Fig. 1: run 1, track usage over the die
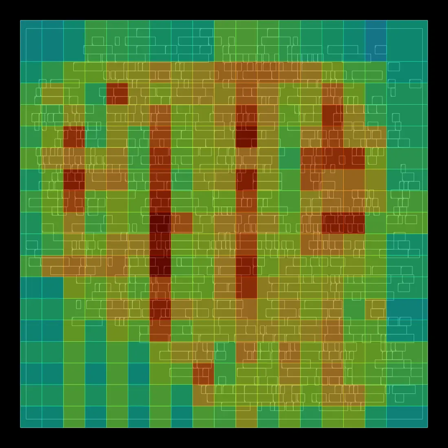
Fig. 2: run 1, M4 wires
Scale bar: 50 microns. Supply wires on this layer in gray.
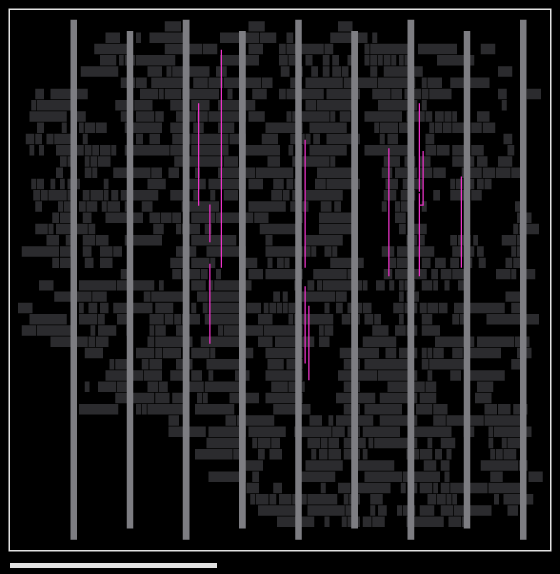
Fig. 3: run 1, placement density heat map
The die is cut into 13 by 13 equal tiles; white is low, dark blue is high, 0 to 100% covered.
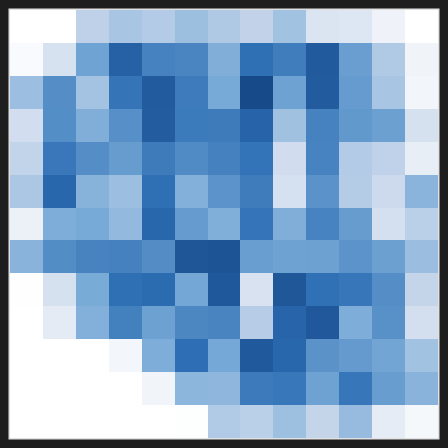
Fig. 4: run 1, met1 routing
Supply wires on this layer in gray.
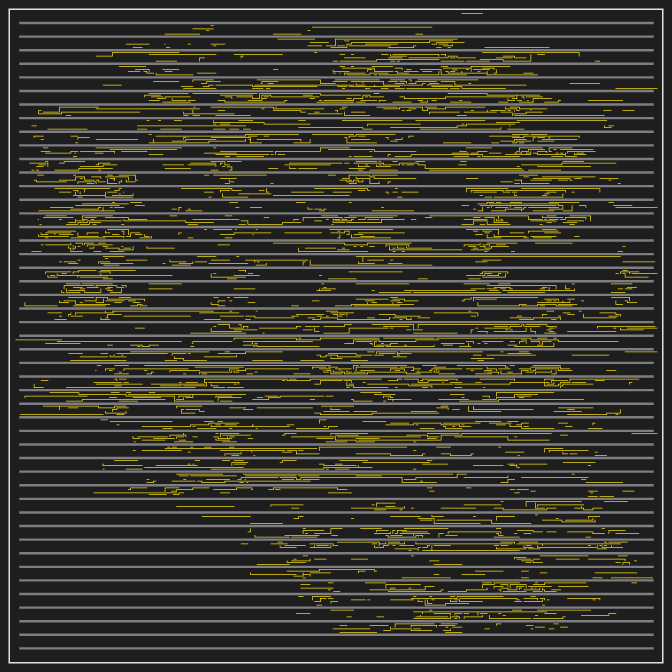
### config.mk
export PLATFORM = sky130hd
export DESIGN_NAME = pwm_multi_channel
export DESIGN_NICKNAME = d
export VERILOG_FILES = /design/src/rtl/pwm_multi_channel.sv
export SDC_FILE = /design/constraint.sdc
export NUM_CORES = 1
export LEC_CHECK = 0
export CAP_MARGIN = 10
export CORE_MARGIN = 1.5
export CORE_UTILIZATION = 40
export DETAILED_ROUTE_END_ITERATION = 16
export PLACE_DENSITY = 0.57
export SYNTH_ARGS = -nofsm -noshare
export SYNTH_HDL_FRONTEND = slang
export SYNTH_SLANG_ARGS = --single-unit
### constraint.sdc
create_clock -name clk -period 3.4 [get_ports clk]
set_input_delay 0.34 -clock clk [delete_from_list [all_inputs] [get_ports clk]]
set_output_delay 0.34 -clock clk [all_outputs]
set_load 0.01 [all_outputs]
### src/rtl/pwm_multi_channel.sv
// Multi-channel PWM generator.
// All channels share one period counter. Each channel has a pending (shadow)
// duty and an active duty; shadow is copied to active only at the period
// boundary, so the waveform within a period never glitches. Shadow duty is
// changed by debounced increment/decrement buttons or by a direct host load.
module pwm_multi_channel #(
  parameter int NUM_CH         = 4,
  parameter int CNT_W          = 8,
  parameter int PERIOD         = 99,
  parameter int STEP           = 10,
  parameter int INIT_DUTY      = 50,
  parameter int DEBOUNCE_TICKS = 25000000,
  localparam int CH_W          = (NUM_CH > 1) ? $clog2(NUM_CH) : 1,
  localparam int TW            = (DEBOUNCE_TICKS > 2) ? $clog2(DEBOUNCE_TICKS) : 1
) (
  input  logic              clk,
  input  logic              rst_n,
  input  logic [CH_W-1:0]   ch_sel,
  input  logic              increase_duty,
  input  logic              decrease_duty,
  input  logic              load_en,
  input  logic [CNT_W-1:0]  load_duty,
  input  logic              center_mode,
  output logic [NUM_CH-1:0] PWM_OUT,
  output logic [CNT_W-1:0]  duty_rd,
  output logic              period_start
);

  localparam logic [CNT_W:0]   MAX_DUTY_W = (CNT_W+1)'(PERIOD + 1);
  localparam logic [CNT_W-1:0] MAX_DUTY   = CNT_W'(PERIOD + 1);
  localparam logic [CNT_W:0]   STEP_W     = (CNT_W+1)'(STEP);
  localparam logic [CNT_W-1:0] PMAX       = CNT_W'(PERIOD);
  localparam logic [CNT_W-1:0] INIT_D     = CNT_W'(INIT_DUTY);
  localparam logic [TW-1:0]    TICK_LAST  = TW'(DEBOUNCE_TICKS - 1);

  // Debounce tick generator and button sampling flops
  logic [TW-1:0] tick_cnt_q;
  logic          tick_s;
  logic          inc_s1_q, inc_s2_q, dec_s1_q, dec_s2_q;
  logic          inc_press_s, dec_press_s;

  // Duty storage, counter and mode
  logic [CNT_W-1:0]  shadow_q [NUM_CH];
  logic [CNT_W-1:0]  shadow_d [NUM_CH];
  logic [CNT_W-1:0]  active_q [NUM_CH];
  logic [CNT_W-1:0]  active_d [NUM_CH];
  logic [CNT_W-1:0]  cnt_q, cnt_d;
  logic              dir_q, dir_d;
  logic              mode_q, mode_d;
  logic              boundary_s;

  // Write path helpers
  logic              sel_ok_s;
  logic [CNT_W-1:0]  cur_s;
  logic [CNT_W:0]    sum_s;
  logic [CNT_W-1:0]  wr_val_s;
  logic              wr_en_s;

  // Registered outputs
  logic [NUM_CH-1:0] pwm_q, pwm_d;
  logic [CNT_W-1:0]  duty_rd_q;
  logic              period_start_q;

  assign tick_s      = (tick_cnt_q == TICK_LAST);
  assign inc_press_s = inc_s1_q & ~inc_s2_q & tick_s;
  assign dec_press_s = dec_s1_q & ~dec_s2_q & tick_s;
  assign boundary_s  = (cnt_q == '0);

  // Free-running debounce sample counter, one tick per wrap
  always_ff @(posedge clk or negedge rst_n) begin
    if (!rst_n) begin
      tick_cnt_q <= '0;
    end else if (tick_s) begin
      tick_cnt_q <= '0;
    end else begin
      tick_cnt_q <= tick_cnt_q + TW'(1);
    end
  end

  // Two-stage button samplers, advanced only on the debounce tick
  always_ff @(posedge clk or negedge rst_n) begin
    if (!rst_n) begin
      inc_s1_q <= 1'b0;
      inc_s2_q <= 1'b0;
      dec_s1_q <= 1'b0;
      dec_s2_q <= 1'b0;
    end else if (tick_s) begin
      inc_s1_q <= increase_duty;
      inc_s2_q <= inc_s1_q;
      dec_s1_q <= decrease_duty;
      dec_s2_q <= dec_s1_q;
    end
  end

  // Selected-channel shadow update: load beats presses, presses saturate
  always_comb begin
    sel_ok_s = ({1'b0, ch_sel} < (CH_W+1)'(NUM_CH));
    cur_s    = '0;
    if (sel_ok_s) begin
      cur_s = shadow_q[ch_sel];
    end else begin
      cur_s = '0;
    end
    sum_s    = {1'b0, cur_s} + STEP_W;
    wr_en_s  = 1'b0;
    wr_val_s = cur_s;
    if (load_en) begin
      wr_en_s  = 1'b1;
      wr_val_s = ({1'b0, load_duty} > MAX_DUTY_W) ? MAX_DUTY : load_duty;
    end else if (inc_press_s && !dec_press_s) begin
      wr_en_s  = 1'b1;
      wr_val_s = (sum_s > MAX_DUTY_W) ? MAX_DUTY : sum_s[CNT_W-1:0];
    end else if (dec_press_s && !inc_press_s) begin
      wr_en_s  = 1'b1;
      wr_val_s = ({1'b0, cur_s} > STEP_W) ? CNT_W'({1'b0, cur_s} - STEP_W) : '0;
    end else begin
      wr_en_s  = 1'b0;
    end
    for (int i = 0; i < NUM_CH; i++) begin
      if (sel_ok_s && wr_en_s && (ch_sel == CH_W'(i))) begin
        shadow_d[i] = wr_val_s;
      end else begin
        shadow_d[i] = shadow_q[i];
      end
    end
  end

  // Next counter value for edge (sawtooth) or centre (triangle) counting
  always_comb begin
    cnt_d = cnt_q;
    dir_d = dir_q;
    if (!mode_q) begin
      dir_d = 1'b0;
      if (cnt_q == PMAX) begin
        cnt_d = '0;
      end else begin
        cnt_d = cnt_q + CNT_W'(1);
      end
    end else if (!dir_q) begin
      if (cnt_q == PMAX) begin
        cnt_d = PMAX - CNT_W'(1);
        dir_d = 1'b1;
      end else begin
        cnt_d = cnt_q + CNT_W'(1);
      end
    end else begin
      if (cnt_q == CNT_W'(1)) begin
        cnt_d = '0;
        dir_d = 1'b0;
      end else begin
        cnt_d = cnt_q - CNT_W'(1);
      end
    end
  end

  // Period boundary latching; compare against the duty taking effect now
  always_comb begin
    mode_d = boundary_s ? center_mode : mode_q;
    pwm_d  = '0;
    for (int i = 0; i < NUM_CH; i++) begin
      if (boundary_s) begin
        active_d[i] = shadow_q[i];
      end else begin
        active_d[i] = active_q[i];
      end
      pwm_d[i] = (cnt_q < active_d[i]);
    end
  end

  // State and output registers
  always_ff @(posedge clk or negedge rst_n) begin
    if (!rst_n) begin
      for (int i = 0; i < NUM_CH; i++) begin
        shadow_q[i] <= INIT_D;
        active_q[i] <= INIT_D;
      end
      cnt_q          <= '0;
      dir_q          <= 1'b0;
      mode_q         <= 1'b0;
      pwm_q          <= '0;
      duty_rd_q      <= INIT_D;
      period_start_q <= 1'b0;
    end else begin
      for (int i = 0; i < NUM_CH; i++) begin
        shadow_q[i] <= shadow_d[i];
        active_q[i] <= active_d[i];
      end
      cnt_q          <= cnt_d;
      dir_q          <= dir_d;
      mode_q         <= mode_d;
      pwm_q          <= pwm_d;
      duty_rd_q      <= cur_s;
      period_start_q <= boundary_s;
    end
  end

  assign PWM_OUT      = pwm_q;
  assign duty_rd      = duty_rd_q;
  assign period_start = period_start_q;

endmodule

==> flow_metrics.py, run 1 <==
# Synthesis and PnR figures
metrics = {
    "logic_synthesis": {
        "synth_cell_types": 65,
        "synth.area.mux_share_pct": 10.1,
        "avgSynthCellArea_sq_um": 10.2,
        "postSynthCellCount": 638,
        "ys_top_logic_family": "simple AND/OR/NAND/NOR gates",
        "largest_area_cell": "dfrtp_1",
        "yosysTopAreaCellShare_pct": 34.3,
        "ys_sh_simple_pct": 15.3,
        "yosysWarnings": 0,
        "ys_sh_aoi_pct": 12.6,
        "async_reset_ff_share_pct": 100,
        "ys_seq_share_pct": 45.2,
        "ys_chip_area_sq_um": 6500,
        "fa_ha_area_share_pct": 7.13,
        "area_leaders": "dfrtp_1, dfstp_2, ha_1, mux2i_1, mux2_2",
        "dominantRegCellSynth": "dfrtp_1",
        "synth.most_common_cell": "dfrtp_1",
        "ys_cells": 638,
        "netlist_area_sq_um": 6500,
        "edf_count": 0,
        "synth_nets": 691,
        "numSynthFlops": 116,
    },
    "clock_tree": {
        "htreeDepth": 4,
        "post-cts-setup-buffers": 0,
        "cts.sinks": 116,
        "cts_buffer_depth": 2,
        "cts_tree": "done",
        "cts_made_buffers": 17,
        "path_clk_slew_ps": 60,
        "clock.latency.late_pin_ps": 410,
        "clock-root-buffer": "clkbuf_16",
    },
    "critical_path": {
        "crit_path_max_incr_delay_ps": 640,
        "crit_slowest_cell": "or4_1",
        "path_delay_family": "simple AND/OR/NAND/NOR gates",
        "required_ps": 3700,
        "crit_type": "reg -> reg",
        "crit_path_end_kind": "flip-flop",
        "path_buffers": 1,
        "cp.arrival_ps": 3360,
        "path_cells": "or4_1, nor4_4, buf_4, mux2i_1, ha_1, a211o_1, or3_1, o21ai_0",
        "critical_path_peak_fanout": 6,
        "crit_path_start_kind": "flip-flop",
    },
    "sta": {
        "rsz0062_at_grt": "false",
        "skew_ps": 10.6,
        "slew_headroom_pct": 50.8,
        "worst_slew_pin_slew_ps": 738,
        "tns_ps": 0,
        "setup_violations": 0,
        "fmax_ghz": 0.328,
        "min_period_ps": 3050,
        "hold_viol_final": 0,
        "period_used_pct": 89.8,
    },
    "power_and_ir_drop": {
        "leakagePower_uw": 0.00346,
        "pwr_density_cell_nw_per_um2": 533,
        "totalPowerFinal_uw": 4210,
        "max-vdd-ir-drop_uv": 354,
    },
    "routing": {
        "wirelength_mm": 15.9,
        "viasPerCell": 5.41,
        "drc": 0,
        "wl_per_cell_microns": 17.1,
        "drtPass1Iterations": 4,
        "first_iter_violations": 291,
        "antenna_left": 0,
        "vias": 5013,
    },
    "place": {
        "gp_congestion": 0.857,
        "dp_hpwl_mm": 11.8,
        "io_buffers": 28,
    },
    "cells_and_area": {
        "syn2layout_area_growth_pct": 21.5,
        "layout-drive-gt1-share_pct": 19.7,
        "fin_nets": 750,
        "diodes": 0,
    },
    "floorplanning": {
        "chipArea_sq_um": 17000,
        "core-area_sq_um": 15900,
        "fp_util_pct": 40.9,
        "io_pins": 29,
        "rows": 46,
        "die_x_microns": 130,
        "die_h_microns": 130,
    },
    "run": {
        "tool_warnings": 31,
        "cap_violations": 0,
    },
    "global_routing": {
        "grt_antenna_before_repair": 0,
        "overflow": 0,
        "grt_pass1_vias": 5015,
        "grt_pass1_wl_mm": 25.9,
        "grt_max_degree": 62,
    },
    "run_status": {
        "status": "complete, no violations",
    },
    "worst_hold_path": {
        "worstHoldPathType": "reg -> reg",
    },
}
-- Fig. 1 (at the start) --
GRT met1 Usage: 26.7%
Util after Layout: 49.7%
met3 global-route usage: 3.99%
GRT Util Overall: 20.0%

-- Fig. 2 (at the start) --
longest straight run: 52.4 microns
main direction: vertical
share of all routed wire: 1.8%
wire length on this layer: 278 microns

-- Fig. 3 (at the start) --
nearly empty tiles: 11%
fullest tile: 90%
emptiest ninth of the die: lower left
tiles over 75% full: 11%

-- Fig. 4 (at the start) --
longest straight run: 52.9 microns
share of all routed wire: 47%
wire length on this layer: 7470 microns

## run 1: cell usage in the layout (no fill, tap or decap), drive strengths merged, types with 8 or more instances in the layout
cell           count
a21oi             34
and3              11
buf               40
clkbuf            19
clkdlybuf4s50     27
dfrtp             89
dfstp             27
ha                37
inv               44
mux2              21
mux2i             24
mux4               8
nand2             59
nand2b             8
nand3             18
nor2              42
nor3              13
o21ai             41
xnor2             18
xor2              18
## run 1: final timing paths
path                                from        endpoint  depth (start not counted)  slack [ps]
max reg2reg                     cnt_q[2]      PWM_OUT[1]                          8         350
max                             cnt_q[2]      PWM_OUT[1]                          8         350
min in group asynchronous          rst_n  tick_cnt_q[18]                          2         530
min reg2reg                tick_cnt_q[4]   tick_cnt_q[4]                          1         470
min                        tick_cnt_q[4]   tick_cnt_q[4]                          1         470
max in group asynchronous          rst_n     shadow_q[9]                          3        2040
## run 1: registers in the layout, summed over array words and instances, names as in the netlist
signal and flops:
cnt_q 8, PWM_OUT 4, dec_s1_q 1, duty_rd 8, mode_q 1, shadow_q 32, active_q 32, inc_s2_q 1
dec_s2_q 1, inc_s1_q 1, dir_q 1, tick_cnt_q 25, period_start 1
## run 1: layout make-up
type / count / area [sq um]
fill: 1467 / 8000
multi-input combinational: 450 / 3260
sequential: 116 / 2940
timing repair buffer: 68 / 606
clock buffer: 19 / 443
tap: 216 / 270
clock inverter: 13 / 206
inverter: 44 / 165
## run 1: what timing repair did
action                     CTS  global route
hold endpoints to repair     2             0
setup endpoints to repair    0            13
resized                      0             2
hold buffers                 1             0
## run 1: power by group
| group | internal, uW | total, uW | switching, uW |
|---|---|---|---|
| combinational | 283 | 624 | 341 |
| clock | 1320 | 1950 | 635 |
| sequential | 1530 | 1630 | 106 |
| total | 3120 | 4210 | 1080 |
## run 1: layer usage
layer | share of wire, % | wire (microns) | track usage (%)
met4 | 1.8 | 278 | 7.05
met1 | 47 | 7470 | 26.7
met2 | 47 | 7500 | 32.5
met3 | 3.9 | 618 | 3.99
met5 | 0 | 0 | 0
## run 1: cells by family (layout without fill, tap and decap cells)
kind of cell	Yosys count	in the layout
AND-OR/OR-AND	128	128
multiplexers	53	53
buffers and inverters	72	144
AND/OR/NAND/NOR	196	196
adder cells (fa/ha/maj)	37	37
flip-flops	116	116
XOR/XNOR	36	36
## run 1: through the flow
stage | util [%] | instances | worst slack, ps | hold WS, ps | cell area, sq um
5_1_grt | 49.7 | 926 | 53.2 | 504 | 7890
3_5_place_dp | 45.4 | 893 | 82.7 | 437 | 7220
3_3_place_gp | 45.4 | 893 | 82.0 | 425 | 7220
2_1_floorplan | - | 638 | 261 | 44.4 | 6500
4_1_cts | 49.6 | 926 | 216 | 481 | 7880
6_report | 49.7 | 926 | 348 | 474 | 7890
Fig. 5: run 1, cells colored by class
Scale bar: 50 microns. Fill, decap, tap and diode cells in gray.
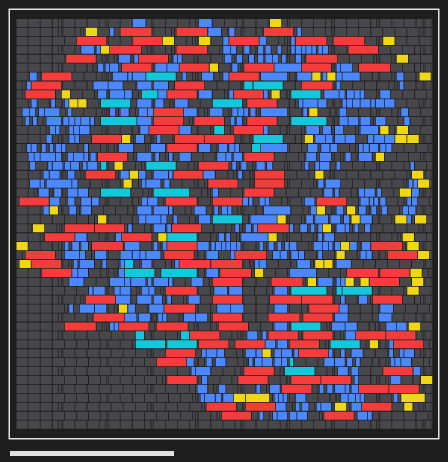

==> inputs of run 2 (changes only) <==
DONT_BUFFER_PORTS = 1   (was default)
PLACE_DENSITY = 0.54   (was 0.57)
TNS_END_PERCENT = 5   (was default)
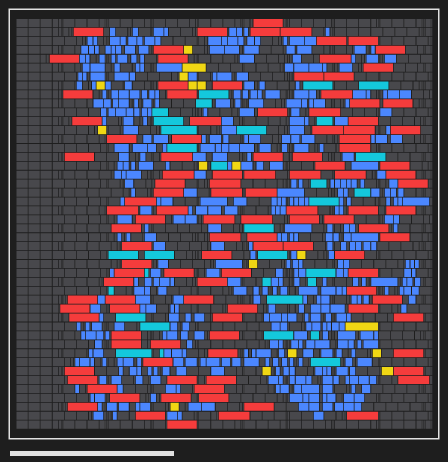
Fig. 6. Cells colored by class (run 2).
Scale bar: 50 microns. Fill, decap, tap and diode cells in gray.
legend:
  all other logic:
    color: blue
    cells: 494
    share_of_their_area: 48%
  clock drivers and dummy loads:
    color: cyan
    cells: 32
    share_of_their_area: 8.8%
  other buffers and delay cells:
    color: yellow
    cells: 17
    share_of_their_area: 2.3%
  flops:
    color: red
    cells: 116
    share_of_their_area: 41%

==> flow_metrics.py, run 2 <==
# Synthesis and PnR figures
metrics = {
    "logic_synthesis": {
        "yosysTopAreaCellShare_pct": 34.3,
        "edf_count": 0,
        "dominantRegCellSynth": "dfrtp_1",
        "synth_cell_types": 65,
        "synth_nets": 691,
        "yosysWarnings": 0,
        "ys_cells": 638,
        "async_reset_ff_share_pct": 100,
        "netlist_area_sq_um": 6500,
        "ys_chip_area_sq_um": 6500,
    },
    "clock_tree": {
        "cts_made_buffers": 17,
        "cts_buffer_depth": 2,
        "path_clk_slew_ps": 50,
        "clock-root-buffer": "clkbuf_16",
        "htreeDepth": 4,
    },
    "critical_path": {
        "critical_path_peak_fanout": 9,
        "path_cells": "mux4_2, ha_1, o21ai_0, xor2_1, a221oi_2, nor3_1, nor3_1, o21ai_0",
        "crit_path_max_incr_delay_ps": 610,
        "required_ps": 3700,
        "crit_path_start_kind": "flip-flop",
        "crit_type": "reg -> reg",
        "path_delay_family": "AND-OR/OR-AND gates",
        "path_buffers": 0,
        "crit_path_end_kind": "flip-flop",
        "crit_slowest_cell": "mux4_2",
        "cp.arrival_ps": 3410,
    },
    "floorplanning": {
        "fp_util_pct": 40.9,
        "chipArea_sq_um": 17000,
        "die_x_microns": 130,
        "core-area_sq_um": 15900,
    },
    "global_routing": {
        "top_usage_layer": "met2",
        "grt_use_met1_pct": 25.6,
        "grt_antenna_before_repair": 0,
        "grt_use_met2_pct": 30.9,
        "overflow": 0,
    },
    "sta": {
        "skew_ps": 11.2,
        "hold_viol_final": 0,
        "period_used_pct": 91.5,
        "tns_ps": 0,
        "hold_ws_ps": 78.9,
        "worst_slew_pin_slew_ps": 592,
        "slew_headroom_pct": 59.5,
        "fmax_ghz": 0.321,
    },
    "power_and_ir_drop": {
        "max-vdd-ir-drop_uv": 372,
        "p_sw_uw": 1030,
        "power_frac_seq_pct": 40.8,
        "pwr-share-clk_pct": 46.9,
        "intPower_uw": 2990,
        "totalPowerFinal_uw": 4020,
        "sw_frac_of_total_pct": 25.7,
    },
    "cells_and_area": {
        "layout-drive-gt1-share_pct": 17.8,
        "final_cells": 875,
        "syn2layout_area_growth_pct": 14.6,
        "reg_top3": "active_q: 32 flops, shadow_q: 32 flops, tick_cnt_q: 25 flops",
        "lay_top_cells": "dfrtp_1, nand2_1, inv_1",
        "final_common_cell": "dfrtp_1",
        "fin_util_pct": 46.9,
    },
    "run": {
        "cap_violations": 0,
        "tool_warnings": 33,
    },
    "worst_hold_path": {
        "worstHoldPathType": "in -> reg",
    },
    "routing": {
        "vias": 4758,
        "antenna_left": 0,
    },
    "place": {
        "dp_cells": 841,
        "dp_hpwl_mm": 10.6,
        "gp_congestion": 0.869,
        "io_buffers": 0,
    },
    "run_status": {
        "status": "complete, no violations",
    },
}
## run 2: cell types whose count changed in the layout (fill, tap and decap cells not counted), sizes merged
cell | previous run | this run
clkinvlp | 5 | 3
clkbuf | 19 | 25
clkdlybuf4s50 | 27 | 0
bufinv | 5 | 3
clkinv | 3 | 1
buf | 40 | 16
## run 2: worst paths after layout
kind | startpoint | endpoint | slack (ps) | depth (start not counted)
hold / removal | center_mode | mode_q | 80 | 1
setup / recovery | shadow_q[2] | shadow_q[4] | 290 | 8
hold reg to reg | tick_cnt_q[4] | tick_cnt_q[4] | 470 | 1
setup reg to reg | shadow_q[2] | shadow_q[4] | 290 | 8
max in group asynchronous | rst_n | tick_cnt_q[13] | 2380 | 2
min in group asynchronous | rst_n | duty_rd[3] | 550 | 2
## run 2: cell type report
class                   count  area [sq um]
fillers                  1502          8440
multi-input cells         450          3280
clock inverters             7           118
flip-flops and latches    116          2940
repair buffers             17           163
inverters                  44           165
clock buffers              25           515
well taps                 216           270
## run 2: power by group through the flow
| stage | Clock, uW | Sequential [uW] | Combinational, uW |
|---|---|---|---|
| floorplan | 0 | 1610 | 383 |
| global placement | 0 | 1660 | 445 |
| detailed placement | 0 | 1660 | 448 |
| CTS | 1920 | 1640 | 484 |
| global route | 1990 | 1650 | 547 |
| finish | 1890 | 1640 | 496 |
## run 2: per-stage QoR
step	instance area (sq um)	setup slack, ps
global placement	6750	351
global route	7440	-3.48
CTS	7420	268
finish	7440	288
floorplan	6500	261
detailed placement	6750	307
## run 2: timing repair
action / 4_1_cts / 5_1_grt
hold buffers: 2 / 0
resized: 0 / 5
endpoints found under the hold margin: 116 / 0
endpoints found under the setup margin: 0 / 16
buffers inserted: 0 / 0
## run 2: cell families (layout without fill, tap and decap cells)
family / after synthesis / in the layout / share of synthesized area (%)
XOR/XNOR: 36 / 36 / 4.85
adder cells (fa/ha/maj): 37 / 37 / 7.13
AND/OR/NAND/NOR: 196 / 196 / 15.3
AND-OR/OR-AND: 128 / 128 / 12.6
flip-flops: 116 / 116 / 45.2
buffers and inverters: 72 / 93 / 4.82
multiplexers: 53 / 53 / 10.1
## run 2: per-layer routing
layer | vias to the layer above | share of wire (%)
li1 | 2281 | -
met1 | 2345 | 47
met2 | 117 | 47
met3 | 15 | 4.5
met4 | 0 | 1.3
met5 | - | 0
Power figures rest on the tool's default switching activity, not on a simulated workload.
